[src/rtl/fixed_addsub_sm_if.sv]
// Operand/result bundle for fixed_addsub_sm: start handshake, operands,
// saturated sign-magnitude results and per-lane overflow flags.
// Optional macro FIXADD_ACC_EN adds the acc_en request bit.
interface fixed_addsub_sm_if #(
  parameter int W     = 16,
  parameter int LANES = 2
);
  logic               cs_add;
  logic               op_sub;
  logic [LANES*W-1:0] x;
  logic [LANES*W-1:0] y;
  logic [LANES*W-1:0] sum;
  logic [LANES-1:0]   ovf;
  logic               rdy_add;
  logic               done;
`ifdef FIXADD_ACC_EN
  logic               acc_en;
`endif

  modport master (
`ifdef FIXADD_ACC_EN
    output acc_en,
`endif
    output cs_add, op_sub, x, y,
    input  sum, ovf, rdy_add, done
  );

  modport slave (
`ifdef FIXADD_ACC_EN
    input  acc_en,
`endif
    input  cs_add, op_sub, x, y,
    output sum, ovf, rdy_add, done
  );
endinterface

[src/rtl/fixed_addsub_sm.sv]
// Multi-lane saturating sign-magnitude adder/subtractor with a 3-cycle
// IDLE -> CONV -> SUM operation. Lanes are fully independent.
// Optional macro FIXADD_ACC_EN: acc_en selects the lane's own sum register
// as the second operand, turning each lane into a saturating accumulator.
module fixed_addsub_sm #(
  parameter int W     = 16,
  parameter int LANES = 2
) (
  input  logic                 clk,
  input  logic                 rst,
  fixed_addsub_sm_if.slave     bus
);

  typedef enum logic [1:0] {IDLE, CONV, SUM} state_t;

  localparam logic signed [W:0] MAX_POS = (W+1)'((1 << (W-1)) - 1);
  localparam logic signed [W:0] MAX_NEG = -MAX_POS;

  state_t state_q, state_d;

  logic [LANES*W-1:0]     x_q, x_d;
  logic [LANES*W-1:0]     y_q, y_d;
  logic                   op_sub_q, op_sub_d;
  logic [LANES*(W+1)-1:0] a_q, a_d;
  logic [LANES*(W+1)-1:0] b_q, b_d;
  logic [LANES*W-1:0]     sum_q, sum_d;
  logic [LANES-1:0]       ovf_q, ovf_d;
  logic                   done_q, done_d;
`ifdef FIXADD_ACC_EN
  logic                   acc_en_q, acc_en_d;
`endif

  logic [W-1:0]      opnd_c;
  logic signed [W:0] tot_c;

  // Sign-magnitude to (W+1)-bit two's complement; negative zero maps to 0.
  function automatic logic [W:0] to_tc(input logic [W-1:0] v);
    logic [W:0] m;
    m = {2'b00, v[W-2:0]};
    return v[W-1] ? -m : m;
  endfunction

  // In-range two's complement back to sign-magnitude; zero is always +0.
  function automatic logic [W-1:0] to_sm(input logic signed [W:0] t);
    return {t[W], (W-1)'(t[W] ? -t : t)};
  endfunction

  // State register with synchronous reset.
  always_ff @(posedge clk) begin
    if (rst) state_q <= IDLE;
    else     state_q <= state_d;
  end

  // Next-state: accept only in IDLE, then walk CONV and SUM unconditionally.
  always_comb begin
    state_d = state_q;
    case (state_q)
      IDLE:    if (bus.cs_add) state_d = CONV;
      CONV:    state_d = SUM;
      SUM:     state_d = IDLE;
      default: state_d = IDLE;
    endcase
  end

  // Outputs: ready whenever idle; results come straight from their registers.
  always_comb begin
    bus.rdy_add = (state_q == IDLE);
    bus.done    = done_q;
    bus.sum     = sum_q;
    bus.ovf     = ovf_q;
  end

  // Datapath registers; reset clears everything and aborts any operation.
  always_ff @(posedge clk) begin
    if (rst) begin
      x_q      <= '0;
      y_q      <= '0;
      op_sub_q <= 1'b0;
      a_q      <= '0;
      b_q      <= '0;
      sum_q    <= '0;
      ovf_q    <= '0;
      done_q   <= 1'b0;
`ifdef FIXADD_ACC_EN
      acc_en_q <= 1'b0;
`endif
    end else begin
      x_q      <= x_d;
      y_q      <= y_d;
      op_sub_q <= op_sub_d;
      a_q      <= a_d;
      b_q      <= b_d;
      sum_q    <= sum_d;
      ovf_q    <= ovf_d;
      done_q   <= done_d;
`ifdef FIXADD_ACC_EN
      acc_en_q <= acc_en_d;
`endif
    end
  end

  // Per-state datapath: capture, convert to two's complement, add and saturate.
  always_comb begin
    x_d      = x_q;
    y_d      = y_q;
    op_sub_d = op_sub_q;
    a_d      = a_q;
    b_d      = b_q;
    sum_d    = sum_q;
    ovf_d    = ovf_q;
    done_d   = 1'b0;
`ifdef FIXADD_ACC_EN
    acc_en_d = acc_en_q;
`endif
    opnd_c   = '0;
    tot_c    = '0;
    case (state_q)
      IDLE: begin
        if (bus.cs_add) begin
          x_d      = bus.x;
          y_d      = bus.y;
          op_sub_d = bus.op_sub;
`ifdef FIXADD_ACC_EN
          acc_en_d = bus.acc_en;
`endif
        end
      end
      CONV: begin
        for (int i = 0; i < LANES; i++) begin
          opnd_c = y_q[i*W +: W];
`ifdef FIXADD_ACC_EN
          if (acc_en_q) opnd_c = sum_q[i*W +: W];
`endif
          if (op_sub_q) opnd_c[W-1] = ~opnd_c[W-1];
          a_d[i*(W+1) +: (W+1)] = to_tc(x_q[i*W +: W]);
          b_d[i*(W+1) +: (W+1)] = to_tc(opnd_c);
        end
      end
      SUM: begin
        for (int i = 0; i < LANES; i++) begin
          tot_c = signed'(a_q[i*(W+1) +: (W+1)]) + signed'(b_q[i*(W+1) +: (W+1)]);
          if (tot_c > MAX_POS) begin
            sum_d[i*W +: W] = {1'b0, {(W-1){1'b1}}};
            ovf_d[i]        = 1'b1;
          end else if (tot_c < MAX_NEG) begin
            sum_d[i*W +: W] = {W{1'b1}};
            ovf_d[i]        = 1'b1;
          end else begin
            sum_d[i*W +: W] = to_sm(tot_c);
            ovf_d[i]        = 1'b0;
          end
        end
        done_d = 1'b1;
      end
      default: ;
    endcase
  end

endmodule
[src/flat_wrapper.sv]
// flat-port wrapper written by rule: the top's interface ports become plain ports
module fixed_addsub_sm_flat 
#(
  parameter int W     = 16,
  parameter int LANES = 2
)
  (clk, rst, bus_cs_add, bus_op_sub, bus_x, bus_y, bus_sum, bus_ovf, bus_rdy_add, bus_done);
  fixed_addsub_sm_if #(.W(W), .LANES(LANES)) bus_i ();
  input  logic clk;
  input  logic rst;
  input wire logic [$bits(bus_i.cs_add)-1:0] bus_cs_add;
  input wire logic [$bits(bus_i.op_sub)-1:0] bus_op_sub;
  input wire logic [$bits(bus_i.x)-1:0] bus_x;
  input wire logic [$bits(bus_i.y)-1:0] bus_y;
  output wire logic [$bits(bus_i.sum)-1:0] bus_sum;
  output wire logic [$bits(bus_i.ovf)-1:0] bus_ovf;
  output wire logic [$bits(bus_i.rdy_add)-1:0] bus_rdy_add;
  output wire logic [$bits(bus_i.done)-1:0] bus_done;
  assign bus_i.cs_add = bus_cs_add;
  assign bus_i.op_sub = bus_op_sub;
  assign bus_i.x = bus_x;
  assign bus_i.y = bus_y;
  assign bus_sum = bus_i.sum;
  assign bus_ovf = bus_i.ovf;
  assign bus_rdy_add = bus_i.rdy_add;
  assign bus_done = bus_i.done;
  fixed_addsub_sm #(.W(W), .LANES(LANES)) u_core (.clk(clk), .rst(rst), .bus(bus_i));
endmodule
[config.mk]
export PLATFORM = sky130hd
export DESIGN_NAME = fixed_addsub_sm_flat
export DESIGN_NICKNAME = d
export VERILOG_FILES = /design/src/rtl/fixed_addsub_sm_if.sv /design/src/rtl/fixed_addsub_sm.sv /design/src/flat_wrapper.sv
export SDC_FILE = /design/constraint.sdc
export NUM_CORES = 1
export LEC_CHECK = 0
export CORE_MARGIN = 2
export CORE_UTILIZATION = 57
export DETAILED_ROUTE_END_ITERATION = 6
export PLACE_DENSITY = 0.77
export SLEW_MARGIN = 15
export SYNTH_ARGS = -nofsm -noshare
export SYNTH_HDL_FRONTEND = slang
export SYNTH_SLANG_ARGS = --single-unit
[constraint.sdc]
create_clock -name clk -period 6.1 [get_ports clk]
set_clock_uncertainty 0.15 [all_clocks]
set_input_delay 0.915 -clock clk [delete_from_list [all_inputs] [get_ports clk]]
set_output_delay 0.915 -clock clk [all_outputs]
set_load 0.02 [all_outputs]
Run 1, the clock network:
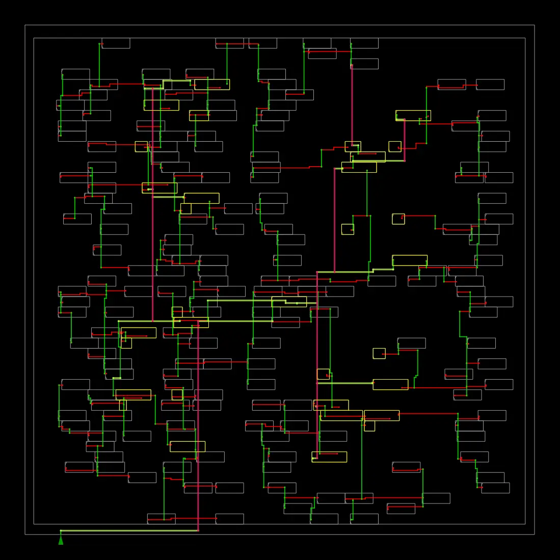
FF+latch count: 170
clk_buf instances: 18
clk_lat worst skew: 0.43 ns
clock group power: 1.07 mW

Run 1, port wiring:
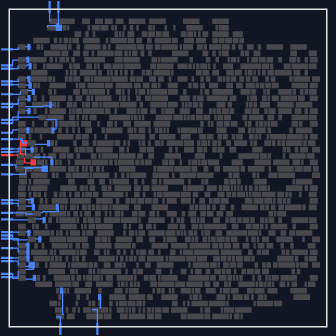
blue -> bus_y  # direction input, edge 28 left, 2 bottom, 2 top, end cells 32, buffers 32, wire 337 µm
red -> bus_cs_add  # direction input, edge left, end cells 2, buffers 1, wire 15.4 µm
port bufs: 103
Ports: 104

Run 1, wiring by layer:
Scale bar: 50 µm.
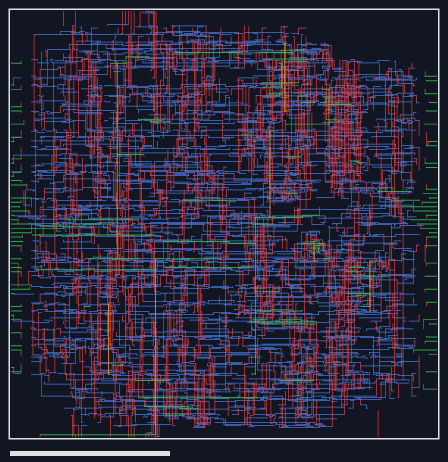
green -> metal 3  # wire length 992 µm
orange -> metal 4  # wire length 273 µm
blue -> metal 1  # wire length 11300 µm
red -> metal 2  # wire length 9370 µm
routed via count: 8548
Wirelength per Cell: 14.7 µm
Total GRT Usage: 24.8%
Detailed Route WL: 22000 µm

==> results.json, run 1 <==
{
  "status": "finished, final reports clean",
  "synthTopLogicFamily": "AND-OR/OR-AND gates",
  "async_reset_ff_share_pct": 0,
  "die_w_um": 134,
  "period_used_pct": 81.7,
  "fp_nets": 1315,
  "comb_cells": 936,
  "coreArea_um2": 16500,
  "buffer_area_share_pct": 9.39,
  "drt-met1-wl_um": 11300,
  "utilization_pct": 68.2,
  "cp-end-kind": "register",
  "grt_max_degree": 115,
  "fmax_mhz": 201,
  "post_cts_buffers": 0,
  "crit_arrival_ns": 5.14,
  "critical_path.endpoint": "u_core.bus.sum[14]",
  "drt_iter0_drc": 542,
  "fin_tns_setup_ns": 0,
  "stdcell_area_um2": 11300,
  "startpoint": "u_core.b_q[0]",
  "place_worst_setup_slack_ns": 1.19,
  "seqPwrFrac_pct": 42.0,
  "final_cell_mix": "nand2_1 (193), dfxtp_1 (170), nor2_1 (115)",
  "power_frac_comb_pct": 21.7,
  "drv_slew": 0,
  "antennaDiodeCount": 0,
  "first_pass_iters": 6
}
Run 1, cells by drive strength:
Scale bar: 50 µm.
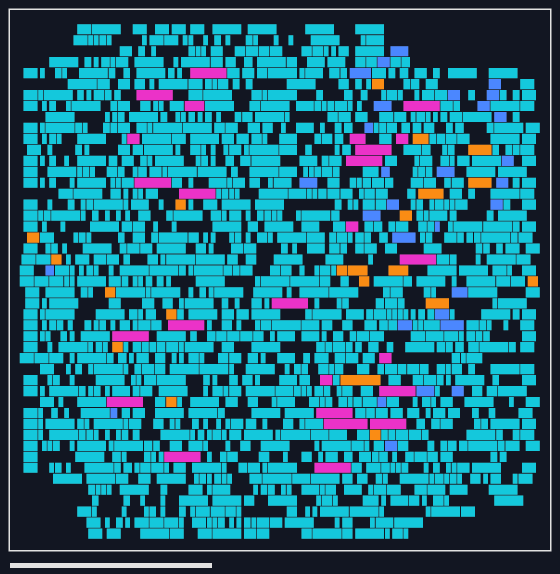

==> run 2: changes to the inputs <==
Clock period 6.1 ns to 4.9 ns, I/O delays scaled along.
Run 2, cells by drive strength:
Scale bar: 50 µm.
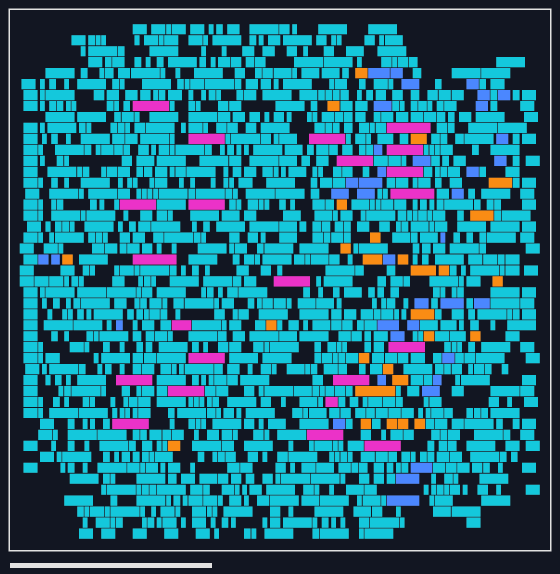
magenta -> _6 and larger  # cells 22, share 1.7%, most used clkbuf_16
orange -> _3 and _4 cells  # cells 27, share 2.1%, most used buf_4
blue -> _2 cells  # cells 38, share 3.0%, most used a21oi_2
cyan -> _0 and _1 cells  # cells 1195, share 93%, most used nand2_1
P&R area growth vs syn: 18.1%
final setup margin: 0.263 ns
post-route cell area: 11400 µm²
Non-CTS buffers: 115

==> run 2 against run 1 <==
Against the previous run: die area is the same; via count is the same; global-route usage shrank 0.69 points; worst setup slack lost 0.85 ns; final area grew 0.93%; worst hold slack is essentially flat; register-to-register slack lost 0.85 ns; critical path depth grew 3; combinational power grew 26%; critical endpoint is now u_core.bus.sum[13]; highest routed layer unchanged.
==> results.json, run 2 <==
{
  "buffer_area_share_pct": 9.83,
  "final_cell_mix": "nand2_1 (193), dfxtp_1 (170), nor2_1 (114), a21oi_1 (114), clkdlybuf4s50_1 (102)",
  "seqPwrFrac_pct": 41.4,
  "startpoint": "u_core.b_q[0]",
  "port_buffers": 103,
  "grt_use_total_pct": 24.1,
  "post_cts_buffers": 0,
  "synthTopLogicFamily": "AND-OR/OR-AND gates",
  "status": "finished, final reports clean",
  "power_frac_comb_pct": 21.7,
  "first_pass_iters": 5,
  "utilization_pct": 68.8,
  "fp_nets": 1315,
  "ff_count": 170,
  "grt_max_degree": 108,
  "fin_tns_setup_ns": 0,
  "period_used_pct": 94.6,
  "critical_path.endpoint": "u_core.bus.sum[13]",
  "vias": 8548,
  "n_clock_buffer": 21,
  "wire_per_inst_um": 14.5,
  "antennaDiodeCount": 0,
  "ios": 104
}
Run 2, sequential cells grouped by signal name:
Scale bar: 50 µm. Other sequential cells in the stronger grey, the rest of the logic in the fainter grey.
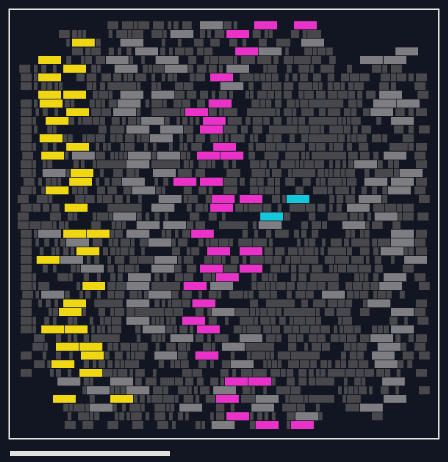

==> run 3: changes to the inputs <==
Settings changed: ABC_AREA set to 1, CORE_ASPECT_RATIO set to 0.9, CORE_UTILIZATION 57 to 58, PLACE_DENSITY 0.77 to 0.78.
Run 3, sequential cells grouped by signal name:
Scale bar: 50 µm. Other sequential cells in the stronger grey, the rest of the logic in the fainter grey.
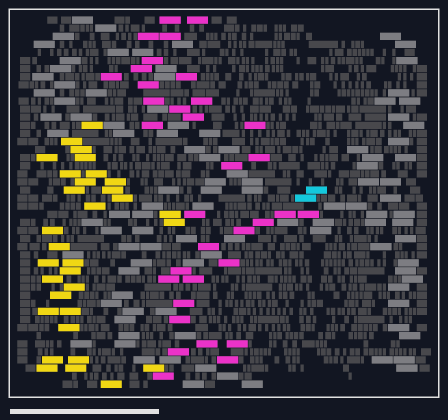
cyan -> u_core.state_q  # flops 2
magenta -> u_core.a_q  # flops 34
yellow -> u_core.y_q  # flops 32
not coloured = 102
FF/Latch Area: 3400 µm²
P_seq: 1.56 mW
fin util: 68.3%
Seq area share: 28.6%

==> run 3 against run 2 <==
Against the previous run: critical path depth decreased by 1; worst hold slack better by 0.011 ns; critical path type unchanged; largest power group unchanged; global-route usage increased by 2.9 points; fmax grew 34%.
==> results.json, run 3 <==
{
  "status": "finished, final reports clean",
  "critical_path.endpoint": "u_core.bus.ovf[1]",
  "first_pass_iters": 5,
  "n_clock_buffer": 19,
  "post_cts_buffers": 0,
  "period_used_pct": 70.7,
  "drt-met1-wl_um": 12500,
  "async_reset_ff_share_pct": 0,
  "vias": 9676,
  "drv_slew": 0,
  "insertion_delay_ns": 0.43,
  "fmax_mhz": 289,
  "final_cell_mix": "nand2_1 (302), nor2_1 (224), dfxtp_1 (170)",
  "comb_cells": 1122,
  "syn_to_final_growth_pct": 16.7,
  "drt_iter0_drc": 610,
  "place_worst_setup_slack_ns": 1.45,
  "coreArea_um2": 17400,
  "seqPwrFrac_pct": 40.9,
  "wire_per_inst_um": 13.2,
  "buffers": 110,
  "port_buffers": 103,
  "ff_count": 170,
  "fp_nets": 1641,
  "cp-end-kind": "register",
  "crit_arrival_ns": 3.64
}
No activity file was given, so power comes from the tool's default toggle rates.
